Fig. 1: clock network drawn from the DEF
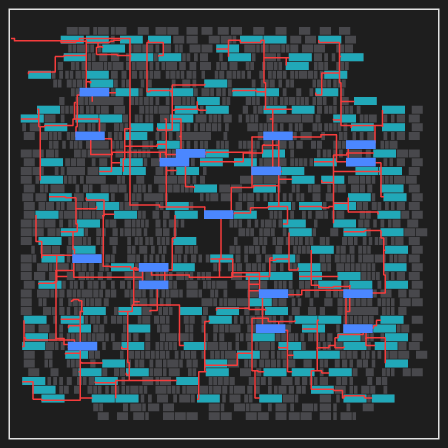
Fig. 2: cells by drive strength
Bar = 50 µm.
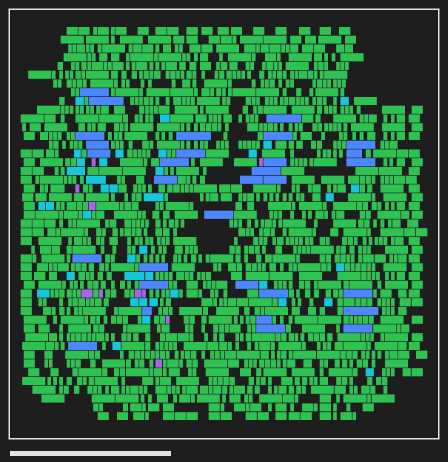
Fig. 3: wire density map
27 x 27 tiles, from dark blue (low) to red (high), scaled to the fullest tile. Values are wire area over tile area, all layers added.
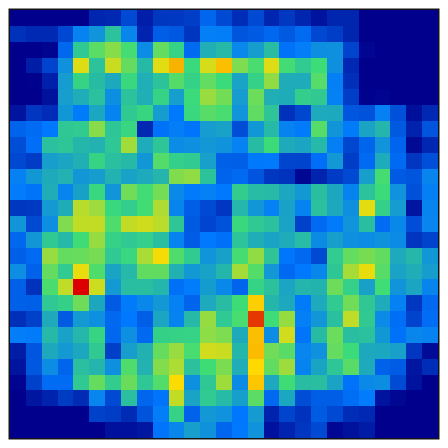
Fig. 4: sequential cells coloured by netlist name
Bar = 50 µm. Other sequential cells in the stronger grey, the rest of the logic in the fainter grey.
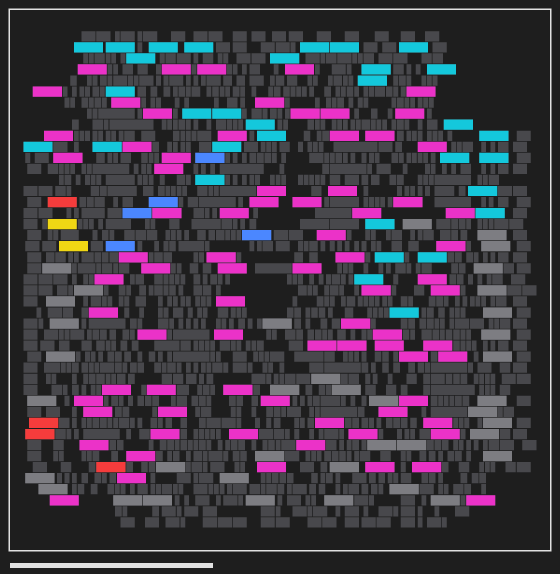
`src/rtl/alu_issue_stage.sv`:
```
// MIPS ALU issue stage: decodes instr + register operands into ALU operands/control and
// delivers them through a valid/ready buffer (BUF_DEPTH 1 or 2). Macro: ALU_ISSUE_ILLEGAL_TRAP_EN.
module alu_issue_stage #(
  parameter int BUF_DEPTH = 2
) (
  input  logic        clk,
  input  logic        rst,
  input  logic        in_valid,
  output logic        in_ready,
  input  logic [31:0] instr,
  input  logic [31:0] rs_data,
  input  logic [31:0] rt_data,
  output logic        out_valid,
  input  logic        out_ready,
  output logic [31:0] a,
  output logic [31:0] b,
  output logic [3:0]  aluc,
  output logic        wreg,
  output logic [4:0]  wn,
  output logic        m2reg,
  output logic        wmem,
  output logic        br_eq,
  output logic        br_ne,
  output logic        illegal
);

  typedef struct packed {
    logic [31:0] a;
    logic [31:0] b;
    logic [3:0]  aluc;
    logic        wreg;
    logic [4:0]  wn;
    logic        m2reg;
    logic        wmem;
    logic        br_eq;
    logic        br_ne;
    logic        illegal;
  } issue_t;

  localparam logic [3:0] ALU_ADD = 4'b0000;
  localparam logic [3:0] ALU_SUB = 4'b0100;
  localparam logic [3:0] ALU_AND = 4'b0001;
  localparam logic [3:0] ALU_OR  = 4'b0101;
  localparam logic [3:0] ALU_XOR = 4'b0010;
  localparam logic [3:0] ALU_LUI = 4'b0110;
  localparam logic [3:0] ALU_SLL = 4'b0011;
  localparam logic [3:0] ALU_SRL = 4'b0111;
  localparam logic [3:0] ALU_SRA = 4'b1111;

  generate
    if (BUF_DEPTH != 1 && BUF_DEPTH != 2) begin : g_bad_depth
      $error("alu_issue_stage: BUF_DEPTH must be 1 or 2");
    end
  endgenerate

  logic [5:0]  op, funct;
  logic [4:0]  rs_n, rt_n, rd_n, shamt;
  logic [31:0] sext, zext;

  assign op    = instr[31:26];
  assign rs_n  = instr[25:21];
  assign rt_n  = instr[20:16];
  assign rd_n  = instr[15:11];
  assign shamt = instr[10:6];
  assign funct = instr[5:0];
  assign sext  = {{16{instr[15]}}, instr[15:0]};
  assign zext  = {16'b0, instr[15:0]};

  issue_t dec;
  logic   dec_ok;

  always_comb begin
    dec    = '0;
    dec_ok = 1'b1;
    case (op)
      6'b000000: begin
        dec.wreg = 1'b1;
        dec.wn   = rd_n;
        dec.a    = rs_data;
        dec.b    = rt_data;
        case (funct)
          6'b100000, 6'b100001: dec.aluc = ALU_ADD;
          6'b100010, 6'b100011: dec.aluc = ALU_SUB;
          6'b100100:            dec.aluc = ALU_AND;
          6'b100101:            dec.aluc = ALU_OR;
          6'b100110:            dec.aluc = ALU_XOR;
          6'b000000: begin dec.aluc = ALU_SLL; dec.a = {27'b0, shamt}; end
          6'b000010: begin dec.aluc = ALU_SRL; dec.a = {27'b0, shamt}; end
          6'b000011: begin dec.aluc = ALU_SRA; dec.a = {27'b0, shamt}; end
          default:   dec_ok = 1'b0;
        endcase
      end
      6'b001000, 6'b001001: begin
        dec.aluc = ALU_ADD; dec.a = rs_data; dec.b = sext; dec.wreg = 1'b1; dec.wn = rt_n;
      end
      6'b001100: begin dec.aluc = ALU_AND; dec.a = rs_data; dec.b = zext; dec.wreg = 1'b1; dec.wn = rt_n; end
      6'b001101: begin dec.aluc = ALU_OR;  dec.a = rs_data; dec.b = zext; dec.wreg = 1'b1; dec.wn = rt_n; end
      6'b001110: begin dec.aluc = ALU_XOR; dec.a = rs_data; dec.b = zext; dec.wreg = 1'b1; dec.wn = rt_n; end
      // lui hands the raw immediate over; the ALU does the <<16
      6'b001111: begin dec.aluc = ALU_LUI; dec.a = rs_data; dec.b = zext; dec.wreg = 1'b1; dec.wn = rt_n; end
      6'b100011: begin
        dec.aluc = ALU_ADD; dec.a = rs_data; dec.b = sext; dec.wreg = 1'b1; dec.m2reg = 1'b1; dec.wn = rt_n;
      end
      6'b101011: begin dec.aluc = ALU_ADD; dec.a = rs_data; dec.b = sext; dec.wmem = 1'b1; dec.wn = rt_n; end
      6'b000100: begin dec.aluc = ALU_XOR; dec.a = rs_data; dec.b = rt_data; dec.br_eq = 1'b1; dec.wn = rt_n; end
      6'b000101: begin dec.aluc = ALU_XOR; dec.a = rs_data; dec.b = rt_data; dec.br_ne = 1'b1; dec.wn = rt_n; end
      default:   dec_ok = 1'b0;
    endcase
    if (!dec_ok) begin
      dec = '0;
`ifdef ALU_ISSUE_ILLEGAL_TRAP_EN
      dec.illegal = 1'b1;
`endif
    end
  end

  // Head entry (ent0) drives the outputs; ent1 is the skid slot.
  issue_t     ent0, ent1;
  logic [1:0] cnt, cnt_nx;
  logic       rdy_q, push, pop;

  assign out_valid = (cnt != 2'd0);
  assign pop       = out_valid & out_ready;
`ifdef ALU_ISSUE_ILLEGAL_TRAP_EN
  assign push      = in_valid & in_ready;
`else
  assign push      = in_valid & in_ready & dec_ok;
`endif
  assign cnt_nx    = cnt + {1'b0, push} - {1'b0, pop};

  generate
    if (BUF_DEPTH == 1) begin : g_d1
      assign in_ready = !out_valid | out_ready;
    end else begin : g_d2
      assign in_ready = rdy_q;
    end
  endgenerate

  always_ff @(posedge clk) begin
    if (rst) begin
      cnt   <= 2'd0;
      ent0  <= '0;
      ent1  <= '0;
      rdy_q <= 1'b1;
    end else begin
      cnt   <= cnt_nx;
      rdy_q <= (cnt_nx < 2'd2);
      if (pop && cnt == 2'd2)
        ent0 <= ent1;
      else if (push && (cnt == 2'd0 || pop))
        ent0 <= dec;
      if (push && cnt == 2'd1 && !pop)
        ent1 <= dec;
    end
  end

  assign a       = ent0.a;
  assign b       = ent0.b;
  assign aluc    = ent0.aluc;
  assign wreg    = ent0.wreg;
  assign wn      = ent0.wn;
  assign m2reg   = ent0.m2reg;
  assign wmem    = ent0.wmem;
  assign br_eq   = ent0.br_eq;
  assign br_ne   = ent0.br_ne;
  assign illegal = ent0.illegal;

endmodule

```
`config.mk`:
```
export PLATFORM = sky130hd
export DESIGN_NAME = alu_issue_stage
export DESIGN_NICKNAME = d
export VERILOG_FILES = /design/src/rtl/alu_issue_stage.sv
export SDC_FILE = /design/constraint.sdc
export NUM_CORES = 1
export LEC_CHECK = 0
export ABC_AREA = 1
export CORE_MARGIN = 3
export CORE_UTILIZATION = 52
export DETAILED_ROUTE_END_ITERATION = 7
export GPL_ROUTABILITY_DRIVEN = 0
export PLACE_DENSITY = 0.84
export SYNTH_ARGS = -nofsm -noshare
export SYNTH_HDL_FRONTEND = slang
export SYNTH_SLANG_ARGS = --single-unit
```
`constraint.sdc`:
```
create_clock -name clk -period 3.05 [get_ports clk]
set_input_delay 0.61 -clock clk [delete_from_list [all_inputs] [get_ports clk]]
set_output_delay 0.61 -clock clk [all_outputs]
set_load 0.02 [all_outputs]
```
==> results.tsv <==
metric	value	unit
warnings	31	
synth_top_flop_cell	dfxtp_1	
relSlewSlack	56.0	%
die_h	133	µm
ys_cells	1313	
drtAntennaViolNets	0	
synth_cells	1313	
lay_top_count	nand2_1	
hold_viol_final	0	
path_buffers	4	
htreeDepth	4	
status	completed	
fin_skew	0.00732	ns
worstSetupPathType	in -> reg	
nets	1548	
slew_viol_final	0	
powerDensity	627	nW/µm²
route.met3.wl	1.62	mm
port_buffers	174	
cp-start-kind	input pin	
clk_path_buf_depth	2	
antenna_found_initial	0	
place_area	10300	µm²
final_layout_top_logic_cells	352 x nand2_1, 234 x nor2_1, 174 x clkdlybuf4s50_1	
dp.cells	1638	
syn_area_per_cell	6.38	µm²
fin_tns_setup	0	ns
crit_required	3.37	ns
clk_pin_slew	0.06	ns
dr.pass1.iters	6	
syn-num-nets	1415	
period_used_share	82.0	%
ys_chip_area	8380	µm²
vdd_ir_drop_max	0.000442	V
ys_warn_count	0	
slowest_delay	0.49	ns
worstSkewPairLatency	0.43	ns
critPathArrivalTime	2.82	ns
cts_tree	yes	
p_total	6.85	mW
postSynthSeqShare	38.0	%
cts-resized-gates	0	
drt-met1-wl	10.2	mm
grt_setup_unrepaired	false	
clock_sinks	159	
fillers	1306	
p_leak	5.08	nW
synth_flops	159	
synth_area	8380	µm²
tightest_slew	0.659	ns
initial_core_util	54.1	%
die_area	17700	µm²
grt_pass1_wl	39.0	mm
wl_per_cell	14.3	µm
dr_wl_met2	11.3	mm
async_reset_ff_share	0	%
cp_top_family	buffers and inverters	
drv_cap	0	
drc	0	
grt_usage	26.5	%
chipWidth	133	µm
min_path_type	reg -> reg	
clk_root_buffer_cell	clkbuf_16	
wl	23.9	mm
num_rows	45	
post-cts-setup-buffers	0	
final_layout_size_suffix_gt1_share	5.41	%
cts_hold_buffers	0	
globalRoute.totalOverflow	0	
critPathCaptureType	flip-flop	
cts_made_buffers	17	
critPathSlowestCell	clkdlybuf4s50_1	
layoutNonFillerInstCount	1670	
postLayoutCoreUtil	70.5	%
yosysUniqueCellTypes	31	
fin_area	10900	µm²
antenna_cells	0	
grt_pass1_vias	8216	
ioPinCount	181	
path_cells	clkdlybuf4s50_1, inv_1, nor2_1, nand3_1, nand2_1, nor2_2, nand3_4, buf_4, nand3_4, buf_4, nand2_1, nand2_1, nor2_1	
place_hpwl	15.0	mm
fmax	400	MHz
-- Fig. 1 (at the start) --
[clock wires] red | length: 2000 µm
[cells driving clock nets] blue | count: 17
[flip-flops] cyan | count: 159
flops lie: widely spread
routed clock nets: 18

-- Fig. 2 (at the start) --
| size | colour | cells | share |
|---|---|---|---|
| drive 6 and up | blue | 31 | 2.1% |
| drive 2 | purple | 10 | 0.69% |
| drive 1 or less | green | 1380 | 95% |
| drive 3 to 4 | cyan | 38 | 2.6% |
Syn-to-layout area delta: 30.3%
number of non-clock buffers: 205

-- Fig. 3 (at the start) --
tiles over half the peak: 16%
mean over tiles: 0.22
emptiest ninth of the die: upper right
fullest tile: 0.71
nearly empty tiles: 9.6%

-- Fig. 4 (at the start) --
| netlist name | colour | placed flops |
|---|---|---|
| `wn` | blue | 5 |
| `a` | cyan | 32 |
| `aluc` | red | 4 |
| `ent1` | magenta | 78 |
| `cnt` | yellow | 2 |
not coloured: 38

## cell families (layout without fill, tap and decap cells)
kind of cell / count (synthesis) / count (layout) / synth area share, %
simple gates: 778 / 778 / 41.2
buf+inv: 211 / 357 / 10.7
compound gates: 160 / 160 / 9.63
flops: 159 / 159 / 38.0
fa+ha+maj: 2 / 2 / 0.298
xor+xnor: 2 / 2 / 0.209
other cells: 1 / 1 / 0.0447
## power by group
part | leakage (nW) | switching [mW] | internal, mW
Combinational | 3.50 | 1.17 | 0.921
Sequential | 1.29 | 0.123 | 2.33
Clock | 0.291 | 0.893 | 1.42
## layout make-up
cell class	count	area, µm²	share of cell area, %
inverter	120	455	4.17
clock inverter	12	183	1.67
timing repair buffer	205	2060	18.9
tap	211	264	2.42
clock buffer	20	457	4.18
sequential	159	3180	29.1
multi-input combinational	943	4320	39.5
## sequential cells by signal (all words and copies together), names as in the netlist
register and cells:
wn 5, wreg 1, cnt 2, a 32
ent1 78, wmem 1, br_eq 1, m2reg 1
aluc 4, b 32, br_ne 1, in_ready 1
## through the flow
| stage | hold slack [ns] | setup slack, ns |
|---|---|---|
| after global routing | 0.468 | 0.354 |
| after global placement | 0.428 | 0.225 |
| after CTS | 0.447 | 0.586 |
| after floorplan | 0.421 | 0.475 |
| after detailed placement | 0.438 | 0.157 |
| final | 0.447 | 0.548 |
## routing by layer
layer,vias to the layer above,track usage [%]
met3,64,5.51
met2,351,43.5
met4,0,12.0
li1,4416,-
met1,3940,33.5
met5,-,0
## path summary, 6_finish.rpt
kind,from,to,slack [ns],depth (start not counted)
worst max-delay path,instr[28],ent1[65],0.55,13
worst min-delay path,ent1[45],ent1[45],0.45,2
worst max register to register,cnt[1],m2reg,1.20,6
worst min register to register,ent1[45],ent1[45],0.45,2
## worst register-to-register path, stage by stage (launching register included)
cell     delay (ns)
dfxtp_1        0.38
inv_2          0.08
nor3_4         0.21
buf_4          0.57
o21ai_0        0.27
nor2_1         0.17
nor2_1         0.06
## cells in the mapped netlist, types with 2 or more instances
| library cell | number | share of area [%] |
|---|---|---|
| nand2_1 | 352 | 16 |
| nor2_1 | 234 | 10 |
| dfxtp_1 | 159 | 38 |
| inv_1 | 111 | 5.0 |
| o21ai_0 | 86 | 5.1 |
| nand3b_1 | 80 | 7.2 |
| nand3_1 | 68 | 4.1 |
| a21oi_1 | 67 | 4.0 |
| clkbuf_1 | 45 | 2.0 |
| buf_2 | 31 | 1.9 |
| nand4_1 | 23 | 1.7 |
| inv_2 | 8 | 0.36 |
| buf_6 | 7 | 0.94 |
| and3_1 | 6 | 0.45 |
| a31oi_1 | 5 | 0.37 |
| buf_1 | 5 | 0.22 |
| nor3_1 | 4 | 0.24 |
| buf_4 | 3 | 0.27 |
| ha_1 | 2 | 0.30 |
| nand3_2 | 2 | 0.24 |
| nand3_4 | 2 | 0.42 |
| nor2_2 | 2 | 0.15 |
| nor3b_1 | 2 | 0.18 |
| o21ai_1 | 2 | 0.12 |
Power is estimated from default activity; no workload was simulated.
